$ cat config.mk
export PLATFORM = sky130hd
export DESIGN_NAME = calculation_unit_exponent_subtractor
export DESIGN_NICKNAME = d
export VERILOG_FILES = /design/src/rtl/calculation_unit_exponent_subtractor.sv
export SDC_FILE = /design/constraint.sdc
export NUM_CORES = 1
export LEC_CHECK = 0
export ABC_CLOCK_PERIOD_IN_PS = 2650
export CORE_UTILIZATION = 35
export CTS_BUF_LIST = sky130_fd_sc_hd__clkbuf_4
export DETAILED_ROUTE_END_ITERATION = 16
export PLACE_DENSITY = 0.59
export SLEW_MARGIN = 20
export SYNTH_ARGS = -nofsm -noshare
export SYNTH_HDL_FRONTEND = slang
export SYNTH_SLANG_ARGS = --single-unit
$ cat constraint.sdc
create_clock -name clk -period 2.65 [get_ports clk]
set_input_delay 0.53 -clock clk [delete_from_list [all_inputs] [get_ports clk]]
set_output_delay 0.53 -clock clk [all_outputs]
set_load 0.05 [all_outputs]
$ cat src/rtl/calculation_unit_exponent_subtractor.sv
// Divide-path quotient exponent: (a - b) - norm_adjust over a 2-stage valid/ready pipe.
// Define EXPONENT_SATURATE_EN to clamp out-of-range results to the inf/zero codes.
module calculation_unit_exponent_subtractor #(
    parameter int EXP_WIDTH = 8,
    parameter int TAG_WIDTH = 4
) (
    input  logic                   clk,
    input  logic                   reset,
    input  logic                   in_valid,
    output logic                   in_ready,
    input  logic [EXP_WIDTH-1:0]   aligned_exponent_a,
    input  logic [EXP_WIDTH-1:0]   aligned_exponent_b,
    input  logic                   norm_adjust,
    input  logic [TAG_WIDTH-1:0]   in_tag,
    output logic                   out_valid,
    input  logic                   out_ready,
    output logic [EXP_WIDTH+1:0]   exponent_diff,
    output logic                   exp_overflow,
    output logic                   exp_underflow,
    output logic [TAG_WIDTH-1:0]   out_tag
);
    localparam int DW = EXP_WIDTH + 2;
    localparam int HALF = 1 << (EXP_WIDTH - 1);

    localparam logic signed [DW-1:0] OVF_LIM = DW'(HALF - 1);
    localparam logic signed [DW-1:0] UNF_LIM = DW'(-(HALF - 2));
`ifdef EXPONENT_SATURATE_EN
    localparam logic signed [DW-1:0] SAT_HI = DW'(HALF);
    localparam logic signed [DW-1:0] SAT_LO = DW'(-(HALF - 1));
`endif

    logic                  r_s1_valid;
    logic signed [DW-1:0]  r_s1_diff;
    logic                  r_s1_adj;
    logic [TAG_WIDTH-1:0]  r_s1_tag;

    logic                  r_out_valid;
    logic [DW-1:0]         r_diff;
    logic                  r_ovf;
    logic                  r_unf;
    logic [TAG_WIDTH-1:0]  r_tag;

    logic                  w_s2_advance;
    logic                  w_accept;
    logic signed [DW-1:0]  w_s1_diff;
    logic signed [DW-1:0]  w_s2_raw;
    logic signed [DW-1:0]  w_s2_diff;
    logic                  w_ovf;
    logic                  w_unf;

    assign w_s2_advance = !r_out_valid || out_ready;
    assign in_ready     = !r_s1_valid || w_s2_advance;
    assign w_accept     = in_valid && in_ready;

    // Two guard bits: the full -255..+255 range cannot wrap.
    assign w_s1_diff = {{2{aligned_exponent_a[EXP_WIDTH-1]}}, aligned_exponent_a}
                     - {{2{aligned_exponent_b[EXP_WIDTH-1]}}, aligned_exponent_b};

    assign w_s2_raw = r_s1_diff - {{(DW-1){1'b0}}, r_s1_adj};
    assign w_ovf    = w_s2_raw > OVF_LIM;
    assign w_unf    = w_s2_raw < UNF_LIM;

    always_comb begin
        w_s2_diff = w_s2_raw;
`ifdef EXPONENT_SATURATE_EN
        if (w_ovf) begin
            w_s2_diff = SAT_HI;
        end else if (w_unf) begin
            w_s2_diff = SAT_LO;
        end
`endif
    end

    always_ff @(posedge clk) begin
        if (reset) begin
            r_s1_valid  <= 1'b0;
            r_s1_diff   <= '0;
            r_s1_adj    <= 1'b0;
            r_s1_tag    <= '0;
            r_out_valid <= 1'b0;
            r_diff      <= '0;
            r_ovf       <= 1'b0;
            r_unf       <= 1'b0;
            r_tag       <= '0;
        end else begin
            if (in_ready) begin
                r_s1_valid <= in_valid;
            end
            if (w_accept) begin
                r_s1_diff <= w_s1_diff;
                r_s1_adj  <= norm_adjust;
                r_s1_tag  <= in_tag;
            end
            if (w_s2_advance) begin
                r_out_valid <= r_s1_valid;
                // Flags drop with out_valid so they never linger on an empty stage.
                if (r_s1_valid) begin
                    r_diff <= w_s2_diff;
                    r_ovf  <= w_ovf;
                    r_unf  <= w_unf;
                    r_tag  <= r_s1_tag;
                end else begin
                    r_ovf <= 1'b0;
                    r_unf <= 1'b0;
                end
            end
        end
    end

    assign out_valid     = r_out_valid;
    assign exponent_diff = r_diff;
    assign exp_overflow  = r_ovf;
    assign exp_underflow = r_unf;
    assign out_tag       = r_tag;

endmodule

==> run_1/sizing.png <==
(6 px per um)
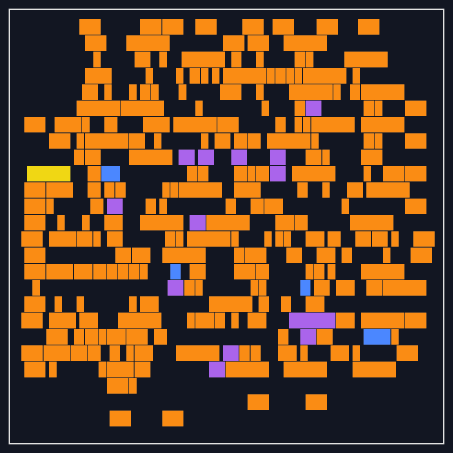
[blue] x2 | cells: 4 | share: 1.5% | most used: clkinv_2
[purple] x3 and x4 | cells: 13 | share: 5.0% | most used: buf_4
[yellow] x6 and larger | cells: 1 | share: 0.38% | most used: buf_12
[orange] x1 and smaller | cells: 242 | share: 93% | most used: clkdlybuf4s50_1

==> run_1/ff_map.png <==
(4 px per um)
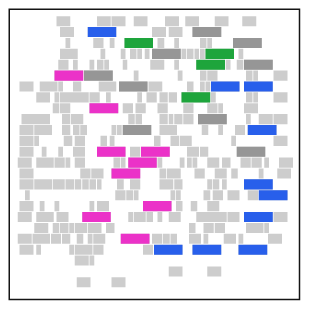
[green] `r_s1_tag` | placed flops: 4
[magenta] `r_s1_diff` | placed flops: 9 | where: middle
[blue] `exponent_diff` | placed flops: 10
not coloured: 9

==> run_1/congestion_map.png <==
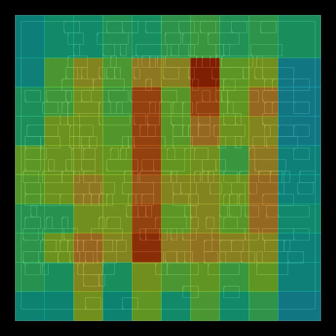
global routing usage on met1: 22.22%
global-route met2 utilization: 24.30%
routing layer with the top usage in global route: met2
combined global-route utilization of all metal layers: 16.37%

==> summary.txt, run 1 <==
Flow results follow.

The height of the die is 72.16 um. The final antenna diode count is 0. The worst hold-check slack is 456.0 ps. The number of antenna violations at the first check in global routing is 0. The post-placement worst setup slack is -109.3 ps. The synthesis-to-finish area growth is 33.41%. Of the total power, registers draw 48.9%. The capturing point of the worst reg2reg path is exp_underflow. The HPWL after detailed placement is 2932 um. The DRC violation count after routing is 0. The timing endpoint of the critical path is r_s1_diff[6]. The clock slew at the register clock pins of the worst setup and hold paths is 100 ps. For reference, full adder, half adder and majority cells occupy 8.424% of the area reported after synthesis.

In the final report, the number of hold violations comes to 0. The later pin in the worst-skew pair is clocked with a latency of 340 ps. The flip-flop count of the largest register after layout is 10. The worst clock skew is 6.848 ps.

The number of clock buffers added by TritonCTS is 5. In this run the VDD rail shows a maximum IR drop of 0.1721 mV. The total number of nets in the final design is 295. Counting pins that exceed their max-slew limit in the final report gives 0. The final design instance area without fill is 2298 um2. The floorplan row count is 25. The count of warning messages emitted by the tools is 26. Walking the critical path from launch to capture passes 9 cell instances. For this design, the CTS-stage hold fixing added 0 buffers. The detailed-route wire length per cell is 11.44 um. For this run, the slowest stage of the critical path takes 510 ps.

In the final layout, the share of cells above drive strength 1 is 6.923%. The count of cells in the finished layout, fillers not included, comes to 327. The combined area of all synthesized cells is 1723 um2. The final worst-path cycle share is 91.41%. For this design, Yosys synthesis ends with a cell count of 214. The first global-routing pass estimated 6589 um of wire. The maximum number of buffers from clock root to sink is 2. The largest total area in the synthesized netlist belongs to sky130_fd_sc_hd__dfxtp_1. The clock network accounts for 24.2% of the total power. The number of input and output port buffers inserted is 42. After detailed placement, the total cell area comes to 2247 um2. The worst setup path is launched from an input port. The worst setup path is captured at a flip-flop. The global route total overflow is 0. Setup repair after global routing left no endpoint under its margin. The number of gates given a new drive strength after cts is 0. The mean instance size in the synthesized netlist is 8.051 um2. The cell at the root of the clock tree is sky130_fd_sc_hd__clkbuf_4.

The average via count per standard cell is 4.859. After technology mapping, the gate count stands at 214. The total number of vias is 1,589. The simple-gate share of the synthesized area is 23.89%. The length of routed met3 wiring is 212 um. The multiplexer fraction of the synthesized cell area is 0%.

TritonCTS built the clock tree. The worst-path maximum fanout is 3. At the worst endpoint, the arrival time is 2710 ps. The flow ran to the end, and the final reports show no timing, DRC or antenna violations. In this run the remaining antenna-violating nets after routing total 0. The finished layout reports a core utilization of 48.66%. The routed design has 3741 um of wire. For flop-to-flop paths, the worst setup slack is 440 ps.
## run 1: final cells by class
| type | instances | area [um2] | area share [%] |
|---|---|---|---|
| Multi-Input combinational cell | 154 | 975.9 | 42.46 |
| Sequential cell | 32 | 640.6 | 27.87 |
| Timing Repair Buffer | 49 | 483.0 | 21.01 |
| Tap cell | 67 | 83.83 | 3.647 |
| Inverter | 17 | 63.81 | 2.776 |
| Clock buffer | 5 | 37.54 | 1.633 |
| Clock inverter | 3 | 13.76 | 0.5988 |
## run 1: synthesized netlist by cell type (all sizes together)
library cell  instances
a2111oi               1
a211oi                9
a21boi                1
a21o                  1
a21oi                17
a311o                 1
a311oi                2
a31oi                 4
a32oi                 1
and4b                 1
buf                   3
clkbuf                8
dfxtp                32
fa                    1
ha                   10
inv                  17
nand2                33
nand2b                2
nand3                 2
nand3b                2
nand4                 1
nand4b                1
nor2                 17
nor2b                 8
nor3                  5
nor3b                 2
nor4                  2
nor4b                 2
o2111ai               1
o211ai                1
o21a                  3
o21ai                10
o311ai                2
o31a                  1
or3b                  1
or4                   1
or4b                  1
xnor2                 5
xor2                  2
## run 1: power groups by stage
| stage | Sequential, mW | Clock (mW) | Combinational [mW] |
|---|---|---|---|
| finish | 0.545 | 0.269 | 0.300 |
| detailed placement | 0.557 | 0 | 0.301 |
| CTS | 0.546 | 0.275 | 0.302 |
| global placement | 0.556 | 0 | 0.298 |
| floorplan | 0.592 | 0 | 0.157 |
| global route | 0.552 | 0.305 | 0.334 |
## run 1: worst min-delay path by stage
stage                            end  cells past startpoint
floorplan                 out_tag[0]                      2
global placement          out_tag[2]                      2
detailed placement        out_tag[0]                      2
CTS                 exponent_diff[9]                      2
global route        exponent_diff[9]                      2
finish              exponent_diff[9]                      2
==> run_1/m2.png <==
(4 px per um)
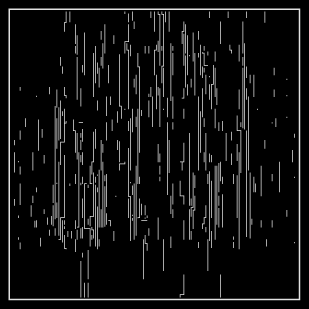

## Run 2: what changed since run 1
--- a/config.mk
+++ b/config.mk
@@ -9,6 +9,7 @@
 export CORE_UTILIZATION = 35
 export CTS_BUF_LIST = sky130_fd_sc_hd__clkbuf_4
 export DETAILED_ROUTE_END_ITERATION = 16
+export GPL_TIMING_DRIVEN = 0
 export PLACE_DENSITY = 0.59
 export SLEW_MARGIN = 20
 export SYNTH_ARGS = -nofsm -noshare
==> run_2/m2.png <==
(4 px per um)
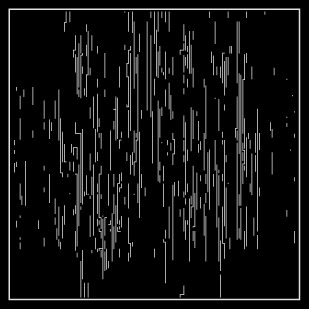
nets with wire on the layer: 237
share of all routed wire: 46%
wire length on this layer: 1,770 um
main direction: vertical

==> run 2 against run 1 <==
Compared with the run above: clock skew is essentially flat; worst setup slack lost 140 ps; area after synthesis is the same; maximum frequency shrank 5.4%; first-iteration DRC count shrank 10%; sequential power shrank 1%; die size is the same; wire length grew 4.1%; global-route usage grew 0.26 points; total power grew 8.8%.
==> summary.txt, run 2 <==
Flow results follow.

The flow ran to the end, and the final reports show no timing, DRC or antenna violations. The kind of cell adding the most delay to the critical path is buffers and inverters. For this block, the initial DRC count from the detailed router was 60. Setup repair after global routing left no endpoint under its margin. The combined area of all synthesized cells is 1723 um2 (unchanged). The end-of-flow core utilization came to 48.85% (+0.19 points).

The worst vdd rail ir drop came to 0.1744 mV (+1.4%). The global route total overflow is 0 (unchanged). The simple-gate share of the synthesized area is 23.89% (unchanged).

The tightest slew margin relative to the limit is 64.58%. The total number of nets in the final design is 299 (+1.4%). The final design instance area without fill was 2307 um2 (+0.38%). The DRC violation count after routing came to 0 (unchanged). The count of placed standard cells in the final layout, fillers left out is 331 (+1.2%). The share of flip-flops with an asynchronous set or reset was 0% (unchanged). The mean instance size in the synthesized netlist is 8.051 um2 (unchanged). The reg2reg setup slack is 500 ps (+60 ps). In this run, the synthesized area fraction spent on AND-OR/OR-AND gates is recorded as 20.77%. Per the GRT log, the top usage layer is met2. Once the floorplan was initialized, standard cells occupied 36.48% of the core.

In this run the worst setup path terminates at in_ready. The final antenna diode count is 0 (unchanged). The insertion delay of the later-clocked pin in the worst-skew pair is 330 ps (about the same). The worst-path maximum fanout is 3 (unchanged). The total routing usage reported by global routing is 16.63% (+0.26 points). The worst hold-check slack is 459.5 ps (+3.495 ps).

The count of warning messages emitted by the tools was 26 (unchanged). The detailed-route wire length is 3895 um (+4.1%). The dominant combinational cell family by area after synthesis is simple AND/OR/NAND/NOR gates. The worst setup path is launched from an input port.

The clock group share of total power came to 30.4% (+6.2 points). Counting instances in the post-synthesis netlist gives the leading cell types as sky130_fd_sc_hd__nand2_1, sky130_fd_sc_hd__dfxtp_1, sky130_fd_sc_hd__a21oi_1, sky130_fd_sc_hd__inv_1, sky130_fd_sc_hd__nor2_1. The slowest library cell on the worst path is sky130_fd_sc_hd__clkdlybuf4s50_1. The sequential group share of total power is 44.4% (-4.5 points). Entering global routing, the biggest net connects 11 pins. The number of input and output port buffers inserted is 42 (unchanged). The count of hold-fix buffers inserted at cts is 0 (unchanged).

The clock slew at the register clock pins of the worst setup and hold paths is 100 ps (about the same). The number of antenna violations at the first check in global routing is 0 (unchanged). The critical path data arrival time is 2030 ps (-680 ps). The CTS buffer count is 5 (unchanged). The capturing point of the worst reg2reg path is exp_underflow. The length of routed met3 wiring came to 104 um (-51%).

The number of nets with antenna violations after routing is 0 (unchanged). The floorplan row count is 25 (unchanged). The height of the die was 72.16 um (unchanged). The placer congestion estimate is 0.8155. The flip-flop count of the largest register after layout is 10 (unchanged).

The worst clock skew is 6.707 ps (-0.1409 ps). The global-route met1 utilization is 21.19% (-1.0 points). The detailed-route wire length per cell was 11.77 um (+2.9%). The count of mapped cells out of synthesis is 214 (unchanged). The count of endpoints failing hold in the final timing report is 0 (unchanged). The sequential cell area came to 640.6 um2 (unchanged). The synthesis-to-finish area growth is 33.91%.

STA classifies the critical path endpoint as an output port. The post-synthesis cell count from yosys is 214 (unchanged). The average via count per standard cell came to 4.888 (+0.59%). Per the post-synthesis report, the nets total 250. The total number of vias is 1,618 (+1.8%). The transition time of the tightest slew-check pin is 531.2 ps. The adder and majority gate portion of the synthesized area is 8.424% (unchanged). The maximum number of buffers from clock root to sink was 2 (unchanged). The multiplexer fraction of the synthesized cell area is 0% (unchanged). Yosys mapped the design onto 43 distinct sky130hd cell types. The final worst-path cycle share is 96.60% (+5.2 points).

The most used flip-flop cell after synthesis is sky130_fd_sc_hd__dfxtp_1. The via count of the first global-routing pass came to 1,505. The biggest cell delay along the critical path was 830 ps (+320 ps). The placed instance area came to 2227 um2 (-0.89%). The library cell with the highest instance count after synthesis is sky130_fd_sc_hd__nand2_1. The largest area contributor in the synthesized netlist is sky130_fd_sc_hd__dfxtp_1. The number of max-slew violations in the final report is 0 (unchanged).

The number of gates on the worst path with buffers counted was 3 (-6). The routing usage on met2 is 27.00% (+2.7 points). The share of cells above drive strength 1 came to 4.545% (-2.4 points). The number of gates given a new drive strength after cts is 0 (unchanged).

The sum of net half-perimeters after detailed placement is 3067 um (+4.6%). The first-pass GRT wire length is 6699 um (+1.7%). The post-placement worst setup slack is -95.12 ps (+14.21 ps).

TritonCTS built the clock tree.
==> run_2/closeup.png <==
Region (24, 24) to (49, 49) um. Cells in grey, sequential cells in the stronger grey; small squares are vias.
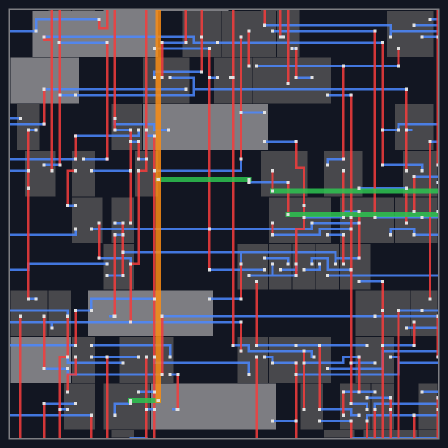
[blue] M1
[green] M3
[red] M2
[orange] M4
cells with their middle in the window: 46
sequential cells in the window: 5
netlist names of flops here include: `r_s1_diff` (4), `r_s1_valid` (1)
most frequent: nand2_1 (5), dfxtp_1 (5)

## run 2: cell count changes in the layout (fill, tap and decap cells not counted)
cell / delta
sky130_fd_sc_hd__clkbuf_1: +8
sky130_fd_sc_hd__buf_4: -7
sky130_fd_sc_hd__buf_1: +2
sky130_fd_sc_hd__buf_12: -1
sky130_fd_sc_hd__buf_2: +1
sky130_fd_sc_hd__bufinv_16: +1
sky130_fd_sc_hd__clkbuf_4: +1
sky130_fd_sc_hd__clkdlybuf4s50_1: +1
sky130_fd_sc_hd__clkinv_1: -1
sky130_fd_sc_hd__clkinv_2: -1
## run 2: worst min-delay path by stage
stage / from / end / slack, ps / cells past startpoint
5_1_grt: r_s1_tag[0] / r_s1_tag[0] / 480 / 2
4_1_cts: out_tag[3] / out_tag[3] / 460 / 2
2_1_floorplan: r_s1_tag[0] / out_tag[0] / 430 / 2
3_5_place_dp: out_tag[3] / out_tag[3] / 450 / 2
3_3_place_gp: out_tag[3] / out_tag[3] / 440 / 2
6_report: out_tag[3] / out_tag[3] / 460 / 2
## run 2: power groups by stage
stage               logic [mW]  clock network [mW]  registers (mW)
finish                   0.305               0.369           0.538
global route             0.338               0.393           0.543
CTS                      0.308               0.379           0.539
detailed placement       0.305                   0           0.550
global placement         0.303                   0           0.549
floorplan                0.157                   0           0.592
## run 2: cell type report
type | count | area share, %
flip-flops and latches | 32 | 27.77
clock inverters | 2 | 1.518
multi-input cells | 154 | 42.30
repair buffers | 42 | 18.22
well taps | 67 | 3.633
clock buffers | 6 | 1.952
inverters | 17 | 2.766
plain buffers | 11 | 1.844
## run 2: tightest hold or removal path: stages, from the launching register on
cell,delay [ps]
sky130_fd_sc_hd__dfxtp_1,320
sky130_fd_sc_hd__nand2_1,50
sky130_fd_sc_hd__a21oi_1,50
Power and IR drop assume default switching activity.
